===== src/rtl/spi_pkg.sv =====
// rtl/spi_pkg.sv - shared types and constants for the SPI controller
package spi_pkg;

    localparam int DATA_W_DEF = 16;

    typedef enum logic [1:0] {
        IDLE  = 2'd0,
        SETUP = 2'd1,
        SHIFT = 2'd2,
        HOLD  = 2'd3
    } spi_state_t;

    // {CKP, CPH}
    localparam logic [1:0] MODE0 = 2'b00;
    localparam logic [1:0] MODE1 = 2'b01;
    localparam logic [1:0] MODE2 = 2'b10;
    localparam logic [1:0] MODE3 = 2'b11;

endpackage


===== src/rtl/spi_clk_gen.sv =====
// rtl/spi_clk_gen.sv - SCK divider with leading/trailing edge strobes
module spi_clk_gen #(
    parameter int DIV = 2
) (
    input  logic CLK,
    input  logic RESET,
    input  logic i_en,
    input  logic i_ckp,
    output logic o_sck,
    output logic o_lead_edge,
    output logic o_trail_edge
);
    localparam int CW = (DIV > 1) ? $clog2(DIV) : 1;
    localparam logic [CW-1:0] C_LAST = CW'(DIV - 1);

    logic [CW-1:0] r_cnt;
    logic          r_sck;
    logic          w_tick;

    // Strobes fire in the cycle whose closing CLK edge registers the SCK toggle.
    assign w_tick       = i_en && (r_cnt == C_LAST);
    assign o_lead_edge  = w_tick && (r_sck == i_ckp);
    assign o_trail_edge = w_tick && (r_sck != i_ckp);
    assign o_sck        = r_sck;

    always_ff @(posedge CLK) begin
        if (!RESET) begin
            r_cnt <= '0;
            r_sck <= 1'b0;
        end else if (!i_en) begin
            r_cnt <= '0;
            r_sck <= i_ckp;
        end else if (w_tick) begin
            r_cnt <= '0;
            r_sck <= ~r_sck;
        end else begin
            r_cnt <= r_cnt + 1'b1;
        end
    end

endmodule


===== src/rtl/spi_controller.sv =====
// rtl/spi_controller.sv - SPI master, one full-duplex MSB-first frame per start
module spi_controller
    import spi_pkg::*;
#(
    parameter int DATA_W = DATA_W_DEF,
    parameter int DIV    = 2
) (
    input  logic              CLK,
    input  logic              RESET,
    input  logic              start,
    input  logic [DATA_W-1:0] tx_data,
    input  logic              CKP,
    input  logic              CPH,
    input  logic              MISO,
    output logic              SCK,
    output logic              SS,
    output logic              MOSI,
    output logic [DATA_W-1:0] rx_data,
    output logic              busy,
    output logic              done
);
    localparam int CW = (DIV > 1) ? $clog2(DIV) : 1;
    localparam logic [CW-1:0] C_DIV_LAST  = CW'(DIV - 1);
    localparam logic [5:0]    C_EDGE_LAST = 6'(2 * DATA_W - 1);

    spi_state_t        r_state;
    spi_state_t        w_next;
    logic [DATA_W-1:0] r_tx;
    logic [DATA_W-1:0] r_rx;
    logic [DATA_W-1:0] r_rx_data;
    logic [5:0]        r_edge_cnt;
    logic [CW-1:0]     r_hold_cnt;
    logic              r_ckp;
    logic              r_cph;
    logic              r_ss;
    logic              r_mosi;
    logic              r_busy;
    logic              r_done;

    logic w_en;
    logic w_ckp;
    logic w_lead;
    logic w_trail;
    logic w_edge;
    logic w_last_edge;
    logic w_hold_done;
    logic w_sample;
    logic w_shift_tx;

    assign w_en        = (r_state == SETUP) || (r_state == SHIFT);
    assign w_ckp       = (r_state == IDLE) ? CKP : r_ckp;
    assign w_edge      = w_lead || w_trail;
    assign w_last_edge = (r_edge_cnt == C_EDGE_LAST);
    assign w_hold_done = (r_state == HOLD) && (r_hold_cnt == C_DIV_LAST);
    assign w_sample    = r_cph ? w_trail : w_lead;
    // With CPH=0 the first bit is already on MOSI at SETUP, so the final trailing edge has nothing left to present.
    assign w_shift_tx  = r_cph ? w_lead : (w_trail && !w_last_edge);

    spi_clk_gen #(
        .DIV (DIV)
    ) u_clk_gen (
        .CLK          (CLK),
        .RESET        (RESET),
        .i_en         (w_en),
        .i_ckp        (w_ckp),
        .o_sck        (SCK),
        .o_lead_edge  (w_lead),
        .o_trail_edge (w_trail)
    );

    always_ff @(posedge CLK) begin
        if (!RESET) r_state <= IDLE;
        else        r_state <= w_next;
    end

    always_comb begin
        w_next = r_state;
        case (r_state)
            IDLE:    if (start) w_next = SETUP;
            SETUP:   if (w_edge) w_next = SHIFT;
            SHIFT:   if (w_edge && w_last_edge) w_next = HOLD;
            HOLD:    if (w_hold_done) w_next = IDLE;
            default: w_next = IDLE;
        endcase
    end

    always_ff @(posedge CLK) begin
        if (!RESET) begin
            r_tx       <= '0;
            r_rx       <= '0;
            r_rx_data  <= '0;
            r_edge_cnt <= '0;
            r_hold_cnt <= '0;
            r_ckp      <= 1'b0;
            r_cph      <= 1'b0;
            r_ss       <= 1'b1;
            r_mosi     <= 1'b0;
            r_busy     <= 1'b0;
            r_done     <= 1'b0;
        end else begin
            r_done <= 1'b0;
            case (r_state)
                IDLE: begin
                    r_ss   <= 1'b1;
                    r_mosi <= 1'b0;
                    r_busy <= 1'b0;
                    if (start) begin
                        // CPH=0 presents the MSB now, so the shift register starts one bit ahead.
                        r_tx       <= CPH ? tx_data : (tx_data << 1);
                        r_mosi     <= CPH ? 1'b0 : tx_data[DATA_W-1];
                        r_ckp      <= CKP;
                        r_cph      <= CPH;
                        r_ss       <= 1'b0;
                        r_busy     <= 1'b1;
                        r_edge_cnt <= '0;
                        r_hold_cnt <= '0;
                        r_rx       <= '0;
                    end
                end
                SETUP, SHIFT: begin
                    if (w_edge)   r_edge_cnt <= r_edge_cnt + 6'd1;
                    if (w_sample) r_rx <= {r_rx[DATA_W-2:0], MISO};
                    if (w_shift_tx) begin
                        r_mosi <= r_tx[DATA_W-1];
                        r_tx   <= r_tx << 1;
                    end
                end
                HOLD: begin
                    r_hold_cnt <= r_hold_cnt + 1'b1;
                    if (w_hold_done) begin
                        r_ss      <= 1'b1;
                        r_done    <= 1'b1;
                        r_busy    <= 1'b0;
                        r_mosi    <= 1'b0;
                        r_rx_data <= r_rx;
                    end
                end
                default: ;
            endcase
        end
    end

    assign SS      = r_ss;
    assign MOSI    = r_mosi;
    assign rx_data = r_rx_data;
    assign busy    = r_busy;
    assign done    = r_done;

endmodule


===== config.mk =====
export PLATFORM = sky130hd
export DESIGN_NAME = spi_controller
export DESIGN_NICKNAME = d
export VERILOG_FILES = /design/src/rtl/spi_pkg.sv /design/src/rtl/spi_clk_gen.sv /design/src/rtl/spi_controller.sv
export SDC_FILE = /design/constraint.sdc
export NUM_CORES = 1
export LEC_CHECK = 0
export ABC_AREA = 1
export CAP_MARGIN = 20
export CORE_MARGIN = 2
export CORE_UTILIZATION = 45
export CTS_CLUSTER_DIAMETER = 100
export DETAILED_ROUTE_END_ITERATION = 12
export PLACE_DENSITY_LB_ADDON = 0.05
export SETUP_SLACK_MARGIN = 0.02
export SYNTH_ARGS = -nofsm -noshare
export SYNTH_HDL_FRONTEND = slang
export SYNTH_SLANG_ARGS = --single-unit

===== constraint.sdc =====
create_clock -name CLK -period 2.6 [get_ports CLK]
set_input_delay 0.65 -clock CLK [delete_from_list [all_inputs] [get_ports CLK]]
set_output_delay 0.65 -clock CLK [all_outputs]
set_load 0.005 [all_outputs]

==> impl_metrics.env <==
# flow metrics
export IMPL_cts_clk_slew_worst_paths_ps=70
export IMPL_grt_antenna_before_repair=0
export IMPL_most_numerous_logic_cells_after_layout="109 x nand2_1, 66 x nor2_1, 65 x dfxtp_1"
export IMPL_setup_repair_after_global_routing_missed_its_margin="no"
export IMPL_setup_tns_ps=0
export IMPL_die_width_um=87.33
export IMPL_die_size_y_um=87.33
export IMPL_cts_htree_levels=3
export IMPL_clock_sinks=65
export IMPL_buffer_ports_inserted=42
export IMPL_track_usage_pct=18.58
export IMPL_final_period_minus_worst_setup_slack_ps=2116
export IMPL_synth_area_per_cell_um2=6.943
export IMPL_nNetsFinal=515
export IMPL_yosysCellCount=450
export IMPL_post_route_cells_drive_above_1_share_pct=7.520
export IMPL_cts_root_buffer_cell="clkbuf_8"
export IMPL_worst_slew_pin_transition_ps=537.6
export IMPL_floorplan_core_util_pct=46.24
export IMPL_max_slew_violations=0
export IMPL_layout_top_cell_excl_fill_tap="nand2_1"
export IMPL_insertedDiodeCount=0
export IMPL_timing_setup_critical_path_class="flop to flop"
export IMPL_drt_wl_total_um=6358
export IMPL_status="complete, no violations"
export IMPL_timing_hold_violations_final=0
export IMPL_cts_setup_buffers=0
export IMPL_crit_path_arrival_time_ps=2340
export IMPL_synth_cell_type_count=27
export IMPL_max_clock_freq_ghz=0.4727
export IMPL_route_vias_total=2834
export IMPL_place_gp_congestion=0.7826
export IMPL_start_kind="flop"
export IMPL_grt_start_max_net_pins=44
export IMPL_ys_warn_count=0
export IMPL_post_synthesis_net_count=478
export IMPL_timing_critical_path_to_type="flop"
export IMPL_synth_yosys_seq_area_share_pct=41.65
export IMPL_hold_path_class="flop to flop"
export IMPL_routed_wire_length_per_instance_um=11.12
export IMPL_hpwlAfterDp_um=4289
export IMPL_grt_ovfl_total=0
export IMPL_via_count_of_the_first_global_routing_pass=2525
export IMPL_maximum_root_to_sink_buffer_count=2
export IMPL_drt_first_iter_violations=88
export IMPL_drt_drc_violations_left=0
export IMPL_openroad_warnings=30
export IMPL_io_pin_count=43
export IMPL_required_time_worst_endpoint_ps=2820
export IMPL_numPlacedInstances=556
export IMPL_timing_critical_path_fanout_max=43
export IMPL_power_density_over_cell_area_nw_per_um2=1076
export IMPL_synth_area_um2=3124
export IMPL_cts_hold_buf=0
export IMPL_vdd_ir_drop_worst_uv=805.5
export IMPL_post_drt_via_cell_ratio=4.955
export IMPL_setup_violations_final=0
export IMPL_tritoncts="yes"
export IMPL_yosysChipArea_um2=3124
export IMPL_finish_cell_count_without_fillers=572
export IMPL_clk_latency_ps=340
export IMPL_postCtsResizedCells=0
export IMPL_min_period_over_period_pct=81.37
export IMPL_drt_first_pass_iters=4
export IMPL_max_slew_margin_pct=63.78
export IMPL_numSynthFlops=65
export IMPL_instance_count_of_the_mapped_netlist=450
export IMPL_drv_max_cap_violation_count=0
export IMPL_antenna_left=0
export IMPL_power_leakage_nw=1.719
export IMPL_grt_first_pass_wirelength_um=11270
export IMPL_chip_area_um2=7626
## Yosys cell counts, drive strengths merged
| library cell | instances | area, µm² |
|---|---|---|
| a221oi | 1 | 8.760 |
| mux2i | 8 | 80.08 |
| nand4 | 2 | 12.51 |
| o21ai | 30 | 153.9 |
| inv | 53 | 198.9 |
| nor3 | 5 | 30.03 |
| a211oi | 11 | 82.58 |
| ha | 6 | 75.07 |
| a21oi | 31 | 155.2 |
| dfxtp | 65 | 1301 |
| or2 | 2 | 12.51 |
| a31o | 1 | 8.760 |
| nor2 | 66 | 247.7 |
| o21a | 2 | 15.01 |
| buf | 11 | 85.07 |
| clkbuf | 12 | 45.04 |
| nand2 | 112 | 432.9 |
| a32oi | 1 | 8.760 |
| nand3 | 31 | 170.2 |
## path summary, 6_finish.rpt
path | to | cells past startpoint | slack, ps | from
min reg2reg | rx_data[5] | 2 | 460 | rx_data[5]
max reg2reg | r_rx[13] | 8 | 480 | r_state[0]
min | rx_data[5] | 2 | 460 | rx_data[5]
max | r_rx[13] | 8 | 480 | r_state[0]
## metal layers
| metal | vias up | track usage [%] | routed length, µm |
|---|---|---|---|
| li1 | 1514 | - | - |
| met1 | 1264 | 22.85 | 3168 |
| met2 | 49 | 31.47 | 2855 |
| met3 | 7 | 6.161 | 266 |
| met4 | 0 | 4.196 | 69 |
| met5 | - | 0 | 0 |
## registers in the layout, summed over array words and instances, names as in the netlist
register         count
MOSI                 1
SS                   1
busy                 1
done                 1
r_ckp                1
r_cph                1
r_edge_cnt           6
r_hold_cnt           1
r_rx                16
r_state              2
r_tx                16
rx_data             16
u_clk_gen.o_sck      1
u_clk_gen.r_cnt      1
## worst max-delay path, cell delays in order (launching register included)
cell	delay, ps
dfxtp_1	380
inv_1	100
ha_1	320
buf_4	460
nand3_2	250
nand2_4	290
nand2_1	100
nand2_1	70
nor2_1	40
## power breakdown
part	leakage, nW	switching, mW	total, mW	internal, mW
registers	0.531	0.112	1.31	1.20
clock network	0.113	0.398	0.967	0.569
logic	1.07	1.15	1.82	0.669
## per-stage QoR
stage	area (µm²)	util (%)	worst slack (ps)	power [mW]	hold slack, ps
finish	3807	56.35	484.3	4.097	455.9
global route	3807	56.35	261.5	4.478	480.5
CTS	3807	56.35	480.3	4.139	463.8
detailed placement	3580	52.98	284.6	3.158	443.8
global placement	3580	52.98	365.5	3.131	438.2
floorplan	3124	-	796.0	2.834	449.3
## area by class of cell
type	instances	area, µm²
repair buffers	49	485.5
clock inverters	6	90.09
flip-flops and latches	65	1301
multi-input cells	309	1494
inverters	53	198.9
well taps	80	100.1
fillers	706	2949
clock buffers	10	137.6
## cell families after synthesis
kind of cell	after synthesis	share of synthesized area [%]
flip-flops	65	41.65
buffers and inverters	76	10.53
AND-OR/OR-AND	77	13.86
adder cells (fa/ha/maj)	6	2.403
multiplexers	8	2.563
AND/OR/NAND/NOR	218	28.99
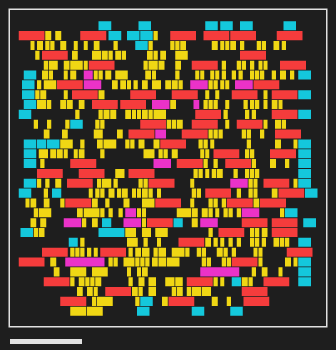
(images/cell_classes.png)
Scale bar: 20 µm.
Cyan marks other buffers and delay cells, cells 49. Magenta marks clock drivers and dummy loads, cells 16. Red marks flip-flops, cells 65. Yellow marks all other logic, cells 362.
row count: 30
placeable core region: 6756 µm²
register share of the cell area: 34.18%
utilization after layout: 56.35%
Final Instance Area: 3807 µm²

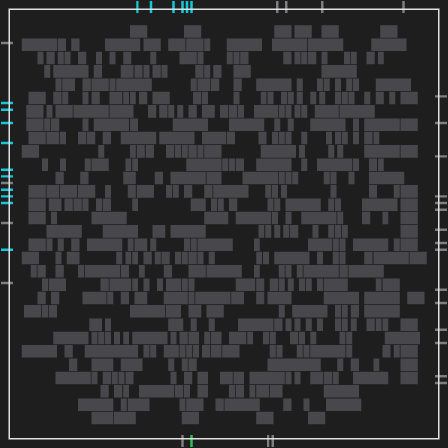
(images/pins.png)
Pins as bars across the die edge, other pins in gray.
Cyan marks tx_data, pins 16, direction input, edge 10 left, 6 top. Green marks start, pins 1, direction input, edge bottom.

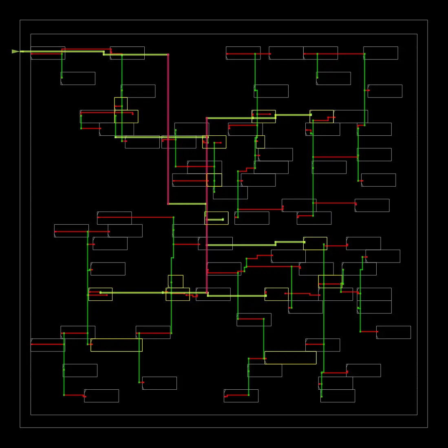
(images/final_clocks.png)
Clock Skew: 8.815 ps
number of clock buffers inserted by TritonCTS: 9

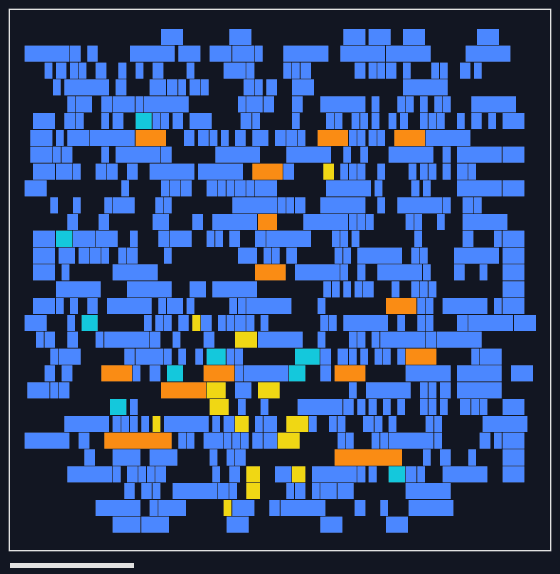
(images/drive_strength.png)
Scale bar: 20 µm.
Yellow marks drive 2, cells 14. Orange marks drive 6 and up, cells 14, most used clkbuf_8. Cyan marks drive 3 to 4, cells 9, most used buf_4. Blue marks drive 1 or less, cells 455, most used nand2_1.
Setup WS post-layout: 484.3 ps
Syn-to-layout area delta: 21.87%
Buffers excl. clock: 49

Power figures rest on the tool's default switching activity, not on a simulated workload.
